### Cell placement, run 1

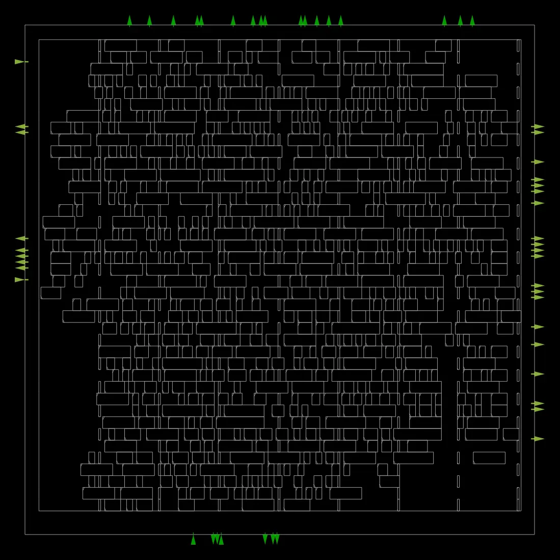
### Floorplan with the power grid, run 1

Pins as bars on the die edge. Tap cells in gray.
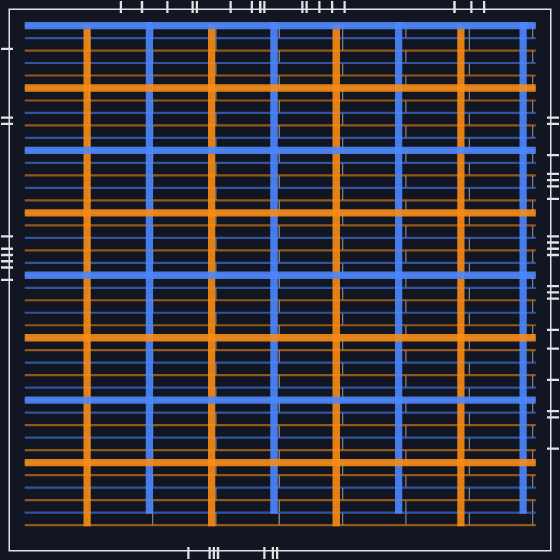
### Clock network drawn from the DEF, run 1

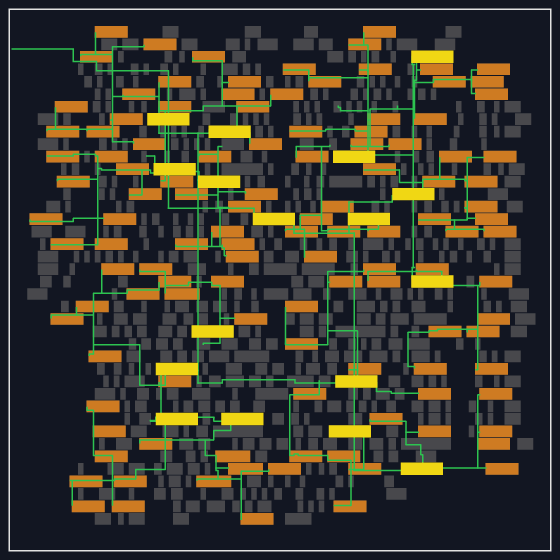
File: src/rtl/clb_cfg_loader.sv
// Serial CLB configuration loader: hunts SYNC, reads an ADDR_W-bit frame count,
// then deserialises one 37-bit word per CLB and writes it with a one-cycle strobe.
// Latency: CFG_WE pulses the cycle after the last frame bit is sampled; DVALID low stalls all state.
// Optional build macro: CLB_CFG_PARITY_EN (adds an even-parity bit per frame and the ERR state).
module clb_cfg_loader #(
    parameter int         ADDR_W = 8,
    parameter logic [7:0] SYNC   = 8'hB2
) (
    input  logic              K,
    input  logic              RST,
    input  logic              DIN,
    input  logic              DVALID,
    output logic              CFG_WE,
    output logic [ADDR_W-1:0] CFG_ADDR,
    output logic [36:0]       CFG_DATA,
    output logic              BUSY,
    output logic              DONE,
    output logic              ERR
);

`ifdef CLB_CFG_PARITY_EN
    // 37 data bits followed by one even-parity bit; the shifter keeps all 37 data bits
    // so the parity bit can be checked against the complete word.
    localparam int FRAME_BITS = 38;
    localparam int SH_W       = 37;
`else
    // The 37th bit is merged straight into the strobe word, so only 36 bits need holding.
    localparam int FRAME_BITS = 37;
    localparam int SH_W       = 36;
`endif

    // Shared bit counter for the length field and the frame body.
    localparam int CNT_W = 9;

    typedef enum logic [2:0] {
        S_HUNT,
        S_LEN,
        S_FRAME,
        S_DONE,
        S_ERR
    } state_t;

    state_t              state, state_n;
    logic [7:0]          hist, hist_n;
    logic [CNT_W-1:0]    cnt, cnt_n;
    logic [ADDR_W-1:0]   n_reg, n_n;
    logic [ADDR_W-1:0]   idx, idx_n;
    logic [SH_W-1:0]     sh, sh_n;
    logic                cfg_we, cfg_we_n;
    logic [ADDR_W-1:0]   cfg_addr, cfg_addr_n;
    logic [36:0]         cfg_data, cfg_data_n;

    logic [7:0]          hist_shift;
    logic [ADDR_W-1:0]   len_shift;
    logic [ADDR_W-1:0]   idx_inc;
    logic                fire;
    logic [36:0]         fire_word;

    assign hist_shift = {hist[6:0], DIN};
    assign len_shift  = ADDR_W'({n_reg, DIN});
    assign idx_inc    = idx + 1'b1;

    // Next-state and datapath: nothing moves unless DVALID is high.
    always_comb begin
        state_n    = state;
        hist_n     = hist;
        cnt_n      = cnt;
        n_n        = n_reg;
        idx_n      = idx;
        sh_n       = sh;
        cfg_we_n   = 1'b0;
        cfg_addr_n = cfg_addr;
        cfg_data_n = cfg_data;
        fire       = 1'b0;
        fire_word  = 37'd0;

        if (DVALID) begin
            case (state)
                S_HUNT: begin
                    hist_n = hist_shift;
                    if (hist_shift == SYNC) begin
                        state_n = S_LEN;
                        cnt_n   = '0;
                    end
                end
                S_LEN: begin
                    n_n = len_shift;
                    if (cnt == CNT_W'(ADDR_W - 1)) begin
                        cnt_n = '0;
                        idx_n = '0;
                        if (len_shift == '0) begin
                            state_n = S_DONE;
                        end else begin
                            state_n = S_FRAME;
                        end
                    end else begin
                        cnt_n = cnt + 1'b1;
                    end
                end
                S_FRAME: begin
                    if (cnt == CNT_W'(FRAME_BITS - 1)) begin
                        cnt_n = '0;
`ifdef CLB_CFG_PARITY_EN
                        // Final bit is the parity bit; a mismatch drops the frame for good.
                        if (DIN != ^sh) begin
                            state_n = S_ERR;
                        end else begin
                            fire      = 1'b1;
                            fire_word = sh;
                        end
`else
                        fire      = 1'b1;
                        fire_word = {sh, DIN};
`endif
                    end else begin
                        sh_n  = SH_W'({sh, DIN});
                        cnt_n = cnt + 1'b1;
                    end
                end
                default: begin
                    // DONE and ERR ignore the stream until reset.
                end
            endcase
        end

        // A completed frame is registered and strobed; the last index ends the load.
        if (fire) begin
            cfg_we_n   = 1'b1;
            cfg_addr_n = idx;
            cfg_data_n = fire_word;
            idx_n      = idx_inc;
            if (idx_inc == n_reg) begin
                state_n = S_DONE;
            end
        end
    end

    // State and datapath registers; reset wins over everything, including a pending strobe.
    always_ff @(posedge K) begin
        if (RST) begin
            state    <= S_HUNT;
            hist     <= 8'd0;
            cnt      <= '0;
            n_reg    <= '0;
            idx      <= '0;
            sh       <= '0;
            cfg_we   <= 1'b0;
            cfg_addr <= '0;
            cfg_data <= 37'd0;
        end else begin
            state    <= state_n;
            hist     <= hist_n;
            cnt      <= cnt_n;
            n_reg    <= n_n;
            idx      <= idx_n;
            sh       <= sh_n;
            cfg_we   <= cfg_we_n;
            cfg_addr <= cfg_addr_n;
            cfg_data <= cfg_data_n;
        end
    end

    assign CFG_WE   = cfg_we;
    assign CFG_ADDR = cfg_addr;
    assign CFG_DATA = cfg_data;
    assign BUSY     = (state == S_LEN) || (state == S_FRAME);
    assign DONE     = (state == S_DONE);
`ifdef CLB_CFG_PARITY_EN
    assign ERR      = (state == S_ERR);
`else
    assign ERR      = 1'b0;
`endif

endmodule
File: config.mk
export PLATFORM = sky130hd
export DESIGN_NAME = clb_cfg_loader
export DESIGN_NICKNAME = d
export VERILOG_FILES = /design/src/rtl/clb_cfg_loader.sv
export SDC_FILE = /design/constraint.sdc
export NUM_CORES = 1
export LEC_CHECK = 0
export CELL_PAD_IN_SITES_DETAIL_PLACEMENT = 1
export CELL_PAD_IN_SITES_GLOBAL_PLACEMENT = 1
export CORE_MARGIN = 3
export CORE_UTILIZATION = 37
export CTS_CLUSTER_DIAMETER = 50
export DETAILED_ROUTE_END_ITERATION = 7
export PLACE_DENSITY = 0.72
export SLEW_MARGIN = 5
export SYNTH_ARGS = -nofsm -noshare
export SYNTH_HDL_FRONTEND = slang
export SYNTH_SLANG_ARGS = --single-unit
export TNS_END_PERCENT = 50
File: constraint.sdc
create_clock -name K -period 2.1 [get_ports K]
set_clock_uncertainty 0.15 [all_clocks]
set_input_delay 0.63 -clock K [delete_from_list [all_inputs] [get_ports K]]
set_output_delay 0.63 -clock K [all_outputs]
set_load 0.01 [all_outputs]
==> job_summary.md, run 1 <==
## PnR job results

| Metric | Value |
|---|---|
| Status | finished, violations left |
| Violated checks | setup timing |
| DRC marker count from the first detailed-route iteration | 128 |
| Top cell type's share of synthesized area | 0.508 |
| Final Hold Viols | 0 |
| Tot Pwr | between 5000 and 6000 uW |
| Vias in the first global route | between 4000 and 5000 |
| Average wire per standard cell | 14.8 um |
| Final hold slack | 300 ps |
| MUX share of area | 0.0176 |
| H-tree Lvls | 4 |
| Setup WS post-layout | -57.1 ps |
| Die height | approximately 120 um |
| Detailed Place HPWL | between 7000 and 8000 um |
| Worst setup SP type | flip-flop |
| Worst EP arrival | between 1000 and 1500 ps |
| Floorplan Nets | about 590 |
| TNS Setup | -86.5 ps |
| Crit path max-delay family | flip-flops |
| Post-synth EDFFs | 0 |
| Endpoint class of the critical path | primary output |
| Initial antenna violation count | 0 |
| Total placed cells including tap cells | roughly 790 |
| Slowest-stage cell, CP | dfxtp_2 |
| Post-route cell area | 0.00628 sq mm |
| Ys cells | 578 |
| Slew Limit Fails | 0 |
| Max_cap viols | 0 |
| GPL Wtd Cong | between 0.7 and 0.8 |
| Final period util | 1.03 |
| Cells after Synth | 578 |
| Syn Std Cell Area | approximately 0.0046 sq mm |
| # IOs | between 50 and 60 |
| Nets | about 660 |
| DRT Wirelength | between 10000 and 15000 um |
| Worst hold stages | 2 |
| Share of layout cells above drive strength 1 | 0.150 |
| Cell Type Count | 45 |
| Grt ovf | 0 |
| Diodes inserted | 0 |
| Max reg flops | 37 |
| Num CTS Buffers | 17 |
| Synth Flop Type | dfxtp_1 |
| Sequential element share of the synthesized area | 0.508 |
| Dpl cell area | between 0.005 and 0.006 sq mm |
| Tmin final | about 2200 ps |
| Final setup vio count | 2 |
| CP cell instances | xor2_2 > and2_1 > clkdlybuf4s15_2 |
## Picture notes: 'Cell placement'
Non-Filler Instances: 828
Fill cells: 1437
Cell Rows: 40

## Picture notes: 'Floorplan with the power grid'
- VDD: blue
- VSS: orange
- met4 straps: 8
- tap cells: 168
- met1 rails: 41
- signal pins: 53
- met5 straps: 8
Core ar.: 0.0121 sq mm
worst vdd ir: 0.000386 V

## Picture notes: 'Clock network drawn from the DEF'
- clock wires: green (length 1550 um)
- flip-flops: orange (count 117)
- clock drivers: yellow (count 17)
- routed clock nets: 18
- flops lie: spread over the die
clock group power: 2940 uW
Clock Power Share: 0.561
Clock Latency Late Sink: 410 ps

## run 1: layout by cell type, fill, tap and decap left out, types with 6 or more instances in the layout
| master | netlist | routed |
|---|---|---|
| dlymetal6s2s_1 | 0 | 15 |
| mux2i_1 | 7 | 7 |
| a21oi_1 | 101 | 96 |
| dlygate4sd2_1 | 0 | 7 |
| clkdlybuf4s50_1 | 0 | 26 |
| xnor2_1 | 7 | 7 |
| nand2_1 | 185 | 185 |
| nand3_1 | 9 | 9 |
| dfxtp_1 | 117 | 113 |
| buf_4 | 1 | 31 |
| xor2_1 | 11 | 10 |
| and2_1 | 6 | 6 |
| clkbuf_16 | 0 | 18 |
| nor2_1 | 29 | 26 |
## run 1: final timing paths
path / start / endpoint
max: state[1] / BUSY
min: CFG_ADDR[6] / CFG_ADDR[6]
max reg2reg: cnt[4] / idx[3]
min reg2reg: CFG_ADDR[6] / CFG_ADDR[6]
## run 1: final cells by class
cell class                 instances  area [sq um]
inverter                           3          11.3
timing repair buffer              91           932
multi-input combinational        418          2180
fill                            1437          5830
clock inverter                     9           126
sequential                       117          2350
tap                              168           210
clock buffer                      22           474
## run 1: worst min-delay path, delay by kind of cell, from the launching register on
kind,cells,cell delay [ps]
and+or+nand+nor,1,50
DFF,1,300
AOI/OAI and AO/OA,1,50
## run 1: metal layers
metal	routed length, um	part of all wire	vias to the layer above	track usage
met1	5480	0.45	1989	0.218
li1	-	-	2056	-
met5	0	0	-	0
met2	6190	0.51	63	0.312
met3	377	0.031	17	0.0437
met4	197	0.016	0	0.0564
## run 1: power by group
part,total [uW],internal (uW),switching [uW]
Combinational,75.5,22.5,53.0
Clock,2940,1940,991
Sequential,2230,2220,1.67
Total,5240,4190,1050
==> run 2: changes to the inputs <==
==> constraint.sdc (replaced) <==
create_clock -name K -period 1.81 [get_ports K]
set_clock_uncertainty 0.15 [all_clocks]
set_input_delay 0.543 -clock K [delete_from_list [all_inputs] [get_ports K]]
set_output_delay 0.543 -clock K [all_outputs]
set_load 0.01 [all_outputs]
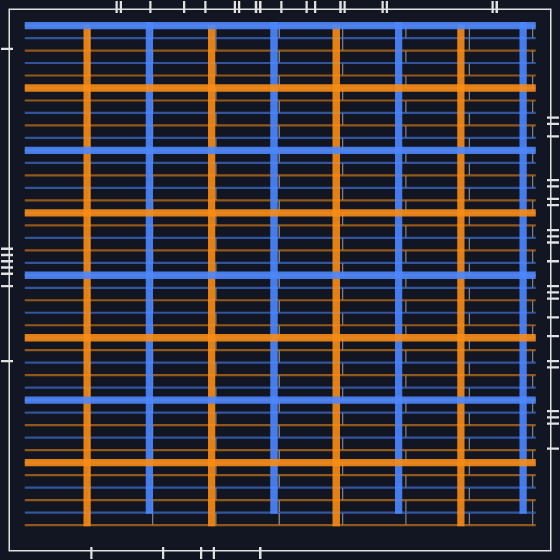
*Floorplan with the power grid, run 2*
Pins as bars on the die edge. Tap cells in gray.
- VSS: orange
- VDD: blue
- rows: 40
- met1 rails: 41
- met4 straps: 8
- met5 straps: 8
- tap cells: 168
die height: 118 um
worst vdd ir: 0.000637 V

==> job_summary.md, run 2 <==
## PnR job results

| Metric | Value |
|---|---|
| Clock Latency Late Sink | 420 ps (was 410 ps) |
| Grt ovf | 0 (unchanged) |
| Final Hold Viols | 0 (unchanged) |
| Initial antenna violation count | 0 (unchanged) |
| Met3 GRT Util | 0.0500 (was 0.0437) |
| Setup WS post-layout | -419 ps (was -57.1 ps) |
| Syn Std Cell Area | 0.00461 sq mm (unchanged) |
| Hold Path Sink | CFG_DATA[28] (was CFG_ADDR[6]) |
| # IOs | 53 (unchanged) |
| DRC marker count from the first detailed-route iteration | 219 (was 128) |
| Busiest grt layer | met2 (unchanged) |
| Worst hold stages | 2 (unchanged) |
| Most frequent logic cell in the layout | nand2_1 (unchanged) |
| Tmin final | 2230 ps |
| Total placed cells including tap cells | 808 (was 792) |
| Layout Utilization | 0.572 (was 0.518) |
| Slowest-stage cell, CP | or4_4 (was dfxtp_2) |
| Num CTS Buffers | 17 (unchanged) |
| Cell Rows | 40 (unchanged) |
| Share of layout cells above drive strength 1 | 0.255 (was 0.150) |
| Vias in the first global route | 4543 (was 4276) |
| Final setup vio count | 111 (was 2) |
| Hold Path Origin | CFG_DATA[28] (was CFG_ADDR[6]) |
| Worst setup SP type | flip-flop (unchanged) |
| Wl on met1 | 6640 um (was 5480 um) |
| Detailed Place HPWL | 7990 um (was 7680 um) |
| WL met2 | 8340 um (was 6190 um) |
| Average wire per standard cell | 18.9 um (was 14.8 um) |
| GPL Wtd Cong | 0.772 (was 0.786) |
| Final period util | 1.23 |
| Status | finished, violations left (unchanged) |
| Max reg flops | 37 (unchanged) |
| Top sig layer | met4 (unchanged) |
| Final hold slack | 300 ps (about the same) |
| Setup crit end | sh[19] (was BUSY) |
| Sequential element share of the synthesized area | 0.508 (unchanged) |
| Core ar. | 0.0121 sq mm (unchanged) |
| Most frequent cells in the layout | nand2_1 (159), dfxtp_1 (113), a21oi_1 (75), buf_4 (48), dlygate4sd2_1 (45) (was nand2_1 (185), dfxtp_1 (113), a21oi_1 (96), buf_4 (31)) |
| CP cell instances | or4_4 > buf_6 > nor3_4 > or2_4 > clkbuf_16 > nand2_1 > a21oi_1 (was xor2_2 > and2_1 > clkdlybuf4s15_2) |
| Violated checks | setup timing (unchanged) |
| Endpoint class of the critical path | flip-flop (was primary output) |
| Met1 GRT Util | 0.228 (was 0.218) |
| Worst R2R Start | cnt[7] (was cnt[4]) |
| Die width | 118 um (unchanged) |
| Slew Limit Fails | 0 (unchanged) |
| Synth cell count leaders | nand2_1 (185), dfxtp_1 (117), a21oi_1 (101) (unchanged) |
| Nets | 686 (was 655) |
| Non-Filler Instances | 859 (was 828) |
| Reg2reg end | sh[19] (was idx[3]) |
| Ys cells | 578 (unchanged) |
| Post-synth EDFFs | 0 (unchanged) |
| Cells after Synth | 578 (unchanged) |
| Max_cap viols | 0 (unchanged) |
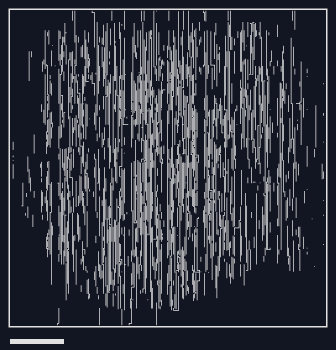
*Met2 routing, run 2*
The bar under the picture is 20 um long.
- longest straight run: 48.3 um
- main direction: vertical
- nets with wire on the layer: 615
Vias: 4486
M2 GR Usage: 0.351
DRT Wirelength: 16200 um

## run 2: cell counts after synthesis
Identical to the previous run, type by type.
## run 2: critical path: cells and delay by family, from the launching register on
family | cells | cell delay [ps]
AND/OR/NAND/NOR | 4 | 1140
buffers and inverters | 2 | 380
flip-flops | 1 | 310
AND-OR/OR-AND | 1 | 160
## run 2: logic make-up (layout without fill, tap and decap cells)
kind of cell               after synthesis  after routing  synth area share
AOI/OAI and AO/OA                      121            121             0.138
xor gates and xnor gates                18             18            0.0342
adders and majority gates                3              3           0.00814
buffers and inverters                   43            155            0.0393
DFF                                    117            117             0.508
muxes                                    8              8            0.0176
other                                    1              1          0.000813
and+or+nand+nor                        267            268             0.254
## run 2: report_power, final
| part | leakage, uW | switching, uW | internal, uW | total [uW] |
|---|---|---|---|---|
| registers | 0.000945 | 2.04 | 2580 | 2580 |
| clock network | 0.000306 | 1180 | 2500 | 3680 |
| logic | 0.00147 | 67.9 | 24.9 | 92.8 |
## run 2: what timing repair did
item	in CTS	in global routing
pin swaps	11	31
cloned	4	8
resized	92	80
hold buffers	0	0
buffers inserted	9	1
endpoints found under the setup margin	149	105
## run 2: stage by stage
stage | cell area [sq um] | setup TNS, ps | setup slack (ps) | total power [uW]
after floorplan | 4640 | -28460 | -391 | 2690
after global placement | 5580 | -52810 | -569 | 2720
after detailed placement | 5580 | -60100 | -667 | 2720
after CTS | 6430 | -22630 | -308 | 6370
after global routing | 6930 | -38330 | -471 | 6520
final | 6930 | -30090 | -419 | 6350
## run 2: cell type report
type | count | area [sq um]
multi-input combinational | 419 | 2460
clock inverter | 9 | 175
fill | 1398 | 5180
inverter | 3 | 11.3
sequential | 117 | 2350
timing repair buffer | 121 | 1250
tap | 168 | 210
clock buffer | 22 | 464
Power is estimated from default activity; no workload was simulated.
